`src/rtl/conversor_pkg.sv`:
```
// Shared FSM states, radix codes and internal digit sizing for the binary-to-digits converter.
package conversor_pkg;

   typedef enum logic [1:0] {
      OCIOSO  = 2'd0,
      DESLOCA = 2'd1,
      FIM     = 2'd2
   } estado_t;

   localparam logic MODO_OCTAL   = 1'b0;
   localparam logic MODO_DECIMAL = 1'b1;

   // One digit per 3 input bits covers both octal and BCD without overflow.
   function automatic int ndig_interno(input int largura);
      return (largura + 2) / 3;
   endfunction

endpackage

```
`src/rtl/ajuste_digito.sv`:
```
// Double-dabble correction: a BCD digit of 5 or more gets +3 so the next shift carries out correctly.
module ajuste_digito (
   input  logic [3:0] i_dig,
   output logic [3:0] o_dig
);

   assign o_dig = (i_dig >= 4'd5) ? (i_dig + 4'd3) : i_dig;

endmodule

```
`src/rtl/conversor_digitos.sv`:
```
// Binary to octal (result 1 cycle after accept) or BCD (LARGURA+1 cycles) converter; inicio ignored while busy.
// Optional macro CONVERSOR_SINAL_EN: two's-complement input, magnitude converted, sign on 'sinal'.
module conversor_digitos
   import conversor_pkg::*;
#(
   parameter int LARGURA = 8,
   parameter int NDIG    = 3
) (
   input  logic                clk,
   input  logic                reset,
   input  logic                inicio,
   input  logic                modo,
   input  logic [LARGURA-1:0]  entrada,
   output logic                ocupado,
   output logic                valido,
   output logic [4*NDIG-1:0]   digitos,
   output logic                estouro
`ifdef CONVERSOR_SINAL_EN
   ,
   output logic                sinal
`endif
);

   localparam int NINT = ndig_interno(LARGURA);
   localparam int NTOT = NINT + NDIG;
   localparam int CW   = $clog2(LARGURA);

   estado_t             r_estado;
   estado_t             w_prox;
   logic [LARGURA-1:0]  r_bin;
   logic [4*NINT-1:0]   r_bcd;
   logic [CW-1:0]       r_cont;
   logic [4*NDIG-1:0]   r_digitos;
   logic                r_estouro;

   logic                w_aceita;
   logic                w_ultimo;
   logic                w_carrega;
   logic [LARGURA-1:0]  w_mag;
   logic [3*NINT-1:0]   w_mag3;
   logic [4*NINT-1:0]   w_aj;
   logic [4*NINT:0]     w_oct;
   logic [4*NINT:0]     w_bcd_desl;
   logic [4*NINT:0]     w_res;
   logic [4*NTOT-1:0]   w_res_ext;

`ifdef CONVERSOR_SINAL_EN
   logic                w_neg;
   logic                r_neg;
   logic                r_sinal;

   assign w_neg = entrada[LARGURA-1];
   // -2^(LARGURA-1) negates to itself, which read unsigned is exactly its magnitude.
   assign w_mag = w_neg ? -entrada : entrada;
   assign sinal = r_sinal;
`else
   assign w_mag = entrada;
`endif

   always_ff @(posedge clk) begin
      if (reset) begin
         r_estado <= OCIOSO;
      end else begin
         r_estado <= w_prox;
      end
   end

   always_comb begin
      w_prox   = r_estado;
      ocupado  = 1'b0;
      valido   = 1'b0;
      w_aceita = 1'b0;
      w_ultimo = 1'b0;
      case (r_estado)
         OCIOSO: begin
            if (inicio) begin
               w_aceita = 1'b1;
               w_prox   = (modo == MODO_DECIMAL) ? DESLOCA : FIM;
            end
         end
         DESLOCA: begin
            ocupado = 1'b1;
            if (r_cont == CW'(LARGURA - 1)) begin
               w_ultimo = 1'b1;
               w_prox   = FIM;
            end
         end
         FIM: begin
            ocupado = 1'b1;
            valido  = 1'b1;
            w_prox  = OCIOSO;
         end
         default: w_prox = OCIOSO;
      endcase
   end

   // Octal needs no iteration: regroup the magnitude 3 bits per digit.
   always_comb begin
      w_mag3                = '0;
      w_mag3[LARGURA-1:0]   = w_mag;
      w_oct                 = '0;
      for (int k = 0; k < NINT; k++) begin
         w_oct[4*k +: 4] = {1'b0, w_mag3[3*k +: 3]};
      end
   end

   for (genvar g = 0; g < NINT; g++) begin : g_ajuste
      ajuste_digito u_ajuste (
         .i_dig (r_bcd[4*g +: 4]),
         .o_dig (w_aj[4*g +: 4])
      );
   end

   assign w_bcd_desl = {w_aj, r_bin[LARGURA-1]};
   assign w_carrega  = (w_aceita && (modo == MODO_OCTAL)) || w_ultimo;
   assign w_res      = (r_estado == OCIOSO) ? w_oct : w_bcd_desl;
   // Bit 4*NINT (shifted out of the top digit) lands in the overflow region too.
   assign w_res_ext  = {{(4*NDIG-1){1'b0}}, w_res};

   always_ff @(posedge clk) begin
      if (reset) begin
         r_bin     <= '0;
         r_bcd     <= '0;
         r_cont    <= '0;
         r_digitos <= '0;
         r_estouro <= 1'b0;
`ifdef CONVERSOR_SINAL_EN
         r_neg     <= 1'b0;
         r_sinal   <= 1'b0;
`endif
      end else begin
         if (w_aceita) begin
            r_bin  <= w_mag;
            r_bcd  <= '0;
            r_cont <= '0;
`ifdef CONVERSOR_SINAL_EN
            r_neg  <= w_neg;
`endif
         end else if (r_estado == DESLOCA) begin
            r_bin  <= r_bin << 1;
            r_bcd  <= w_bcd_desl[4*NINT-1:0];
            r_cont <= r_cont + CW'(1);
         end
         if (w_carrega) begin
            r_digitos <= w_res_ext[4*NDIG-1:0];
            r_estouro <= |w_res_ext[4*NTOT-1:4*NDIG];
`ifdef CONVERSOR_SINAL_EN
            r_sinal   <= (r_estado == OCIOSO) ? w_neg : r_neg;
`endif
         end
      end
   end

   assign digitos = r_digitos;
   assign estouro = r_estouro;

endmodule

```
`config.mk`:
```
export PLATFORM = sky130hd
export DESIGN_NAME = conversor_digitos
export DESIGN_NICKNAME = d
export VERILOG_FILES = /design/src/rtl/conversor_pkg.sv /design/src/rtl/ajuste_digito.sv /design/src/rtl/conversor_digitos.sv
export SDC_FILE = /design/constraint.sdc
export NUM_CORES = 1
export LEC_CHECK = 0
export CAP_MARGIN = 5
export CORE_ASPECT_RATIO = 1.5
export CORE_MARGIN = 4
export CORE_UTILIZATION = 50
export DETAILED_ROUTE_END_ITERATION = 8
export GPL_ROUTABILITY_DRIVEN = 0
export PLACE_DENSITY = 0.74
export SYNTH_ARGS = -nofsm -noshare
export SYNTH_HDL_FRONTEND = slang
export SYNTH_SLANG_ARGS = --single-unit
```
`constraint.sdc`:
```
create_clock -name clk -period 3.23 [get_ports clk]
set_input_delay 0.323 -clock clk [delete_from_list [all_inputs] [get_ports clk]]
set_output_delay 0.323 -clock clk [all_outputs]
set_load 0.01 [all_outputs]
```
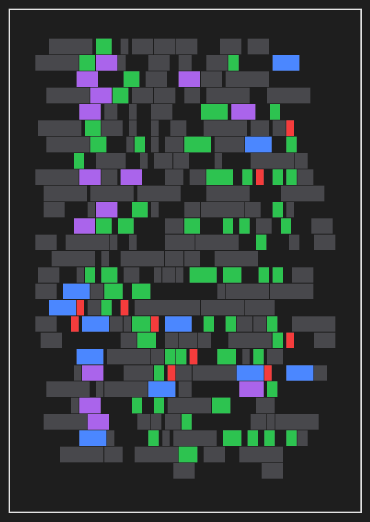
Figure 1: run 1, gate families picked out.
Drawn at 6 px/um.
| family | color | cells | most used |
|---|---|---|---|
| adder and majority cells | blue | 11 | ha_1 |
| multiplexers | purple | 14 | mux2i_1 |
| inverting AOI/OAI gates | green | 57 | a21oi_1 |
| inverters | red | 10 | inv_1 |
final std cells w/o fill: 276
most frequent logic cell in the layout: dfxtp_1
Comb/total area: 0.460

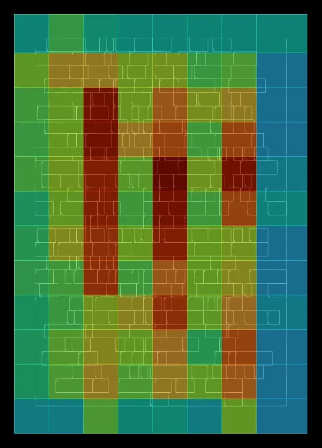
Figure 2: run 1, routing congestion map.
global route hottest layer: met2
met2 usage: 0.285
routed len/inst: 14.7 um
met1 usage: 0.208
total track usage: 0.173

==> flow_summary.yaml, run 1 <==
# flow metrics
yosys:
  synth_area_um2: 1910
  yosys_area_um2: 1910
  ys_warn_count: 0
  synth-async-reset-ratio: 0
power_and_ir_drop:
  power.switching_mw: 0.267
  p_int_mw: 0.797
  pg_clk_mw: 0.395
critical_path:
  cp_top_family: "simple AND/OR/NAND/NOR gates"
  crit_path_start_kind: "register"
  rr_startpoint: "r_estado[0]"
  crit_type: "reg2reg"
floorplan:
  core-area_um2: 3680
  die_w_um: 58.4
  fp.dieH_um: 83.6
grt:
  overflow: 0
outcome:
  outcome: "completed"
placement:
  portBuffers: 26
layout:
  nets: 255
  logic_gate_count: 149
  seq_cell_count: 38
  nClkBuffers: 7
run:
  maxCapViolations: 0
clock_network:
  clkTransAtPathRegs_ns: 0.07
  htree_num_levels: 2
final_timing:
  worstMarginPinSlew_ns: 0.540
  fmaxAchievable_mhz: 486
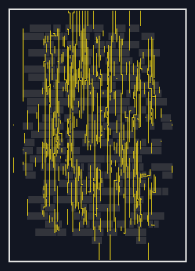
Figure 3: run 1, met2 routing.
Drawn at 3 px/um. Cells faint in the background.
longest straight run: 47.8 um
wire length on this layer: 2050 um
nets with wire on the layer: 208
share of all routed wire: 51%
routed via count: 1547
final WL: 4050 um

-- run 1: stage by stage --
step	hold WS (ns)	util	std cells	area [um2]
3_3_place_gp	0.449	0.592	268	2180
2_1_floorplan	0.459	-	207	1910
4_1_cts	0.474	0.620	276	2280
3_5_place_dp	0.451	0.592	268	2180
6_report	0.471	0.620	276	2280
5_1_grt	0.483	0.620	276	2280
-- run 1: cell families (layout without fill, tap and decap cells) --
family	count (synthesis)	count (layout)	share of synthesized area
adders and majority gates	11	11	0.0722
AOI/OAI and AO/OA	58	58	0.202
xor gates and xnor gates	4	4	0.0184
and+or+nand+nor	62	62	0.185
DFF	38	38	0.399
muxes	14	14	0.0749
buffers and inverters	20	46	0.0493
Figure 4. I/O nets highlighted (run 1).
Drawn at 6 px/um.
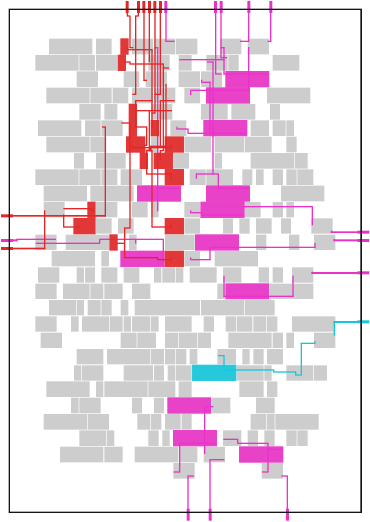

==> run 2, diff against run 1 <==
clock period = 2.05 ns   (was 3.23 ns; I/O delays follow)
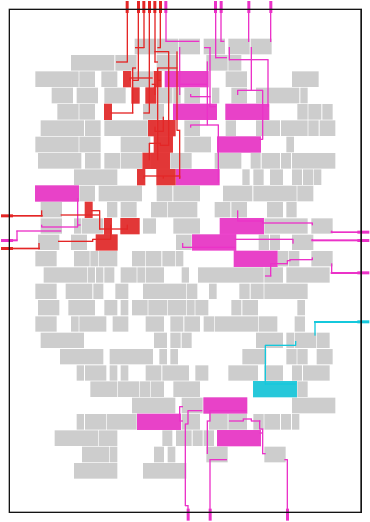
Figure 5: run 2, I/O nets highlighted.
Drawn at 6 px/um.
| port | color | direction | end cells | buffers | wire |
|---|---|---|---|---|---|
| estouro | cyan | output | 1 | 1 | 26.6 um |
| entrada | red | input | 16 | 8 | 195 um |
| digitos | magenta | output | 12 | 12 | 279 um |
I/O Pins: 27
IO buf count: 26

==> run 2 against run 1 <==
Combinational power rose by 63%. Final cell count is 1.4% higher. Design area grew 1.3%. Sequential power grew 58%. Critical path type unchanged. Highest routed layer unchanged.
==> flow_summary.yaml, run 2 <==
# flow metrics
power_and_ir_drop:
  p_int_mw: 1.27
  pg_clk_mw: 0.611
  ir_worst_vdd_uv: 590
  power.switching_mw: 0.407
  pg_seq_mw: 0.797
yosys:
  ys_warn_count: 0
  logic_family: "AND-OR/OR-AND gates"
  synthMuxAreaShare: 0.0749
  yosys_area_um2: 1910
  synth-async-reset-ratio: 0
  synth_area_um2: 1910
  fa_ha_area_frac: 0.0722
  ys_sh_simple: 0.185
  xor_share: 0.0184
  yosys.area_share.aoi: 0.202
  synth.avg_cell_area_um2: 9.21
clock_network:
  hold_buffers: 0
  htree_num_levels: 2
  clkTransAtPathRegs_ns: 0.07
layout:
  seq_cell_count: 38
  area_share_clock_buf_inv: 0.0459
  logic_gate_count: 149
  nClkBuffers: 7
  final_area_um2: 2310
  final_core_util: 0.629
  layout_top_cell: "dfxtp_1"
  nets: 259
critical_path:
  crit_path_start_kind: "register"
  rr_startpoint: "r_estado[0]"
  crit_type: "reg2reg"
run:
  maxCapViolations: 0
grt:
  grt.total_usage: 0.176
  overflow: 0
floorplan:
  core-area_um2: 3680
  die_w_um: 58.4
  fp.dieH_um: 83.6
  fp_util: 0.517
drt:
  drt_iter0_drc: 55
  routed_wirelength_um: 3890
  via_count: 1551
  dr.pass1.iters: 4
  vias_per_cell: 5.54
  wire_per_inst_um: 13.9
placement:
  dp_cells: 272
  placed_area_um2: 2210
outcome:
  outcome: "completed"
final_timing:
  worstMarginPinSlew_ns: 0.460
  holdWs_ns: 0.463
  fmaxAchievable_mhz: 581
hold_path:
  hold_end: "digitos[3]"
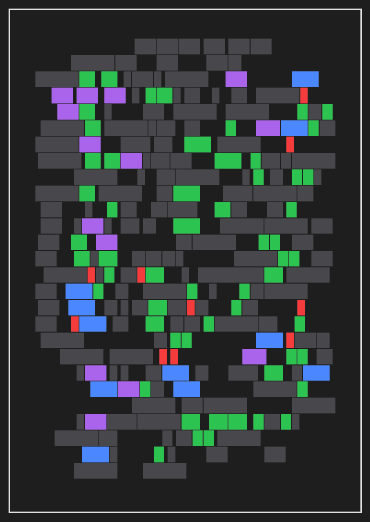
Figure 6: run 2, gate families picked out.
Drawn at 6 px/um.
| family | color | cells | most used |
|---|---|---|---|
| multiplexers | purple | 14 | mux2i_1 |
| inverters | red | 10 | inv_1 |
| adder and majority cells | blue | 11 | ha_1 |
| inverting AOI/OAI gates | green | 57 | a21oi_1 |
final std cells w/o fill: 280
Comb/total area: 0.454

==> run 2: cell types whose count changed in the layout (fill, tap and decap cells not counted), sizes merged <==
cell | before | now
buf | 2 | 6
==> run 2: logic make-up (layout without fill, tap and decap cells) <==
family | count (synthesis) | count (layout)
multiplexers | 14 | 14
AND/OR/NAND/NOR | 62 | 62
adder cells (fa/ha/maj) | 11 | 11
flip-flops | 38 | 38
XOR/XNOR | 4 | 4
buffers and inverters | 20 | 50
AND-OR/OR-AND | 58 | 58
==> run 2: critical path: stages (launching register included) <==
cell      delay, ns
dfxtp_1        0.36
inv_1          0.07
ha_1           0.22
buf_4          0.18
or3_1          0.59
o211ai_1       0.23
==> run 2: metal layers <==
metal	part of all wire	track usage
met1	0.45	0.217
met2	0.50	0.289
met3	0.030	0.0418
met4	0.017	0.0654
met5	0	0
Figure 7. Sequential cells colored by netlist name (run 2).
Drawn at 6 px/um. Other sequential cells in the stronger gray, the rest of the logic in the fainter gray.
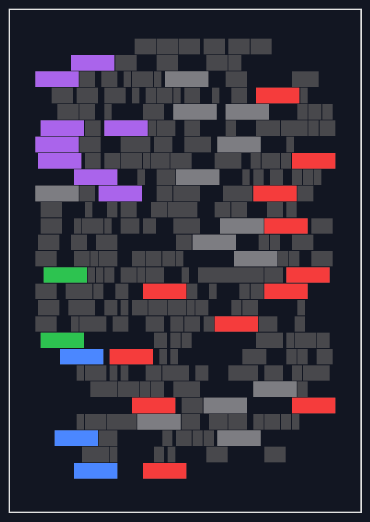

==> run 3, diff against run 2 <==
clock period = 1.62 ns   (was 2.05 ns; I/O delays follow)
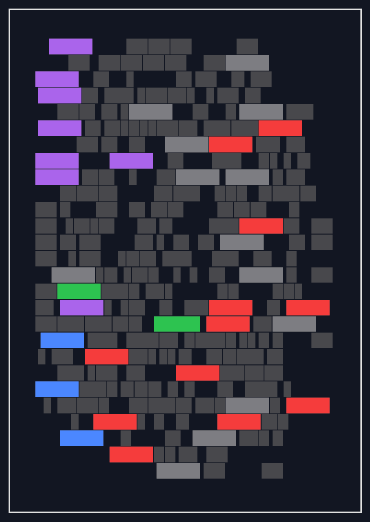
Figure 8: run 3, sequential cells colored by netlist name.
Drawn at 6 px/um. Other sequential cells in the stronger gray, the rest of the logic in the fainter gray.
| name in the netlist | color | flops |
|---|---|---|
| r_bin | purple | 8 |
| r_bcd | red | 12 |
| r_estado | green | 2 |
| r_cont | blue | 3 |
not colored: 13
Seq/total area: 0.319
Final Util: 0.650
FF+latch area: 762 um2

==> run 3 against run 2 <==
Via count up 3.4%. Wire length up 2.6%. Clock skew up 0.0067 ns. Largest power group unchanged. First-iteration DRC count down 42%. Critical path type is now reg2out. Clock power up 9.2%. Flip-flop count unchanged.
==> flow_summary.yaml, run 3 <==
# flow metrics
yosys:
  synth-async-reset-ratio: 0
  yosys.area_share.aoi: 0.202
  fa_ha_area_frac: 0.0722
  xor_share: 0.0184
layout:
  area_share_clock_buf_inv: 0.0397
  logic_gate_count: 149
  layout_top_cell: "dfxtp_1"
drt:
  via_count: 1603
  drt_iter0_drc: 32
  dr.pass1.iters: 4
power_and_ir_drop:
  pg_seq_mw: 1.01
clock_network:
  htree_num_levels: 2
  hold_buffers: 0
critical_path:
  cp_top_family: "buffers and inverters"
  slowest_delay_ns: 0.53
  cp_slowest_cell: "clkdlybuf4s50_1"
  crit_buf_inv: 2
final_timing:
  worstMarginPinSlew_ns: 0.312
placement:
  portBuffers: 26
outcome:
  outcome: "completed"
grt:
  busiest_layer: "met2"
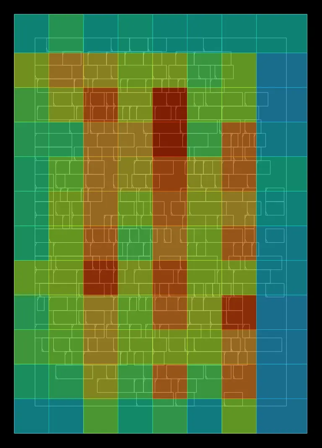
Figure 9: run 3, routing congestion map.
total track usage: 0.177
routed len/inst: 13.8 um
met2 usage: 0.290
met3 Use GR: 0.0372
met1 usage: 0.221

run 3: netlist changes by cell type in the layout (fill, tap and decap cells not counted), sizes merged:
cell | before | now
clkdlybuf4s50 | 26 | 25
bufinv | 1 | 0
clkinv | 0 | 1
clkbuf | 7 | 6
dlygate4sd2 | 0 | 1
buf | 6 | 15
clkinvlp | 0 | 1
run 3: through the flow:
stage / area (um2) / instances
final: 2390 / 289
after global routing: 2390 / 289
after CTS: 2370 / 289
after detailed placement: 2280 / 281
after global placement: 2280 / 281
after floorplan: 1910 / 207
run 3: final timing paths:
check,startpoint,to,slack (ns),depth (start not counted)
worst min-delay path,entrada[0],r_bin[0],0.46,3
worst max register to register,r_bcd[8],r_bcd[10],0.12,6
worst max-delay path,r_estado[0],valido,0.08,3
worst min register to register,digitos[3],digitos[3],0.47,1
No activity file was given, so power comes from the tool's default toggle rates.
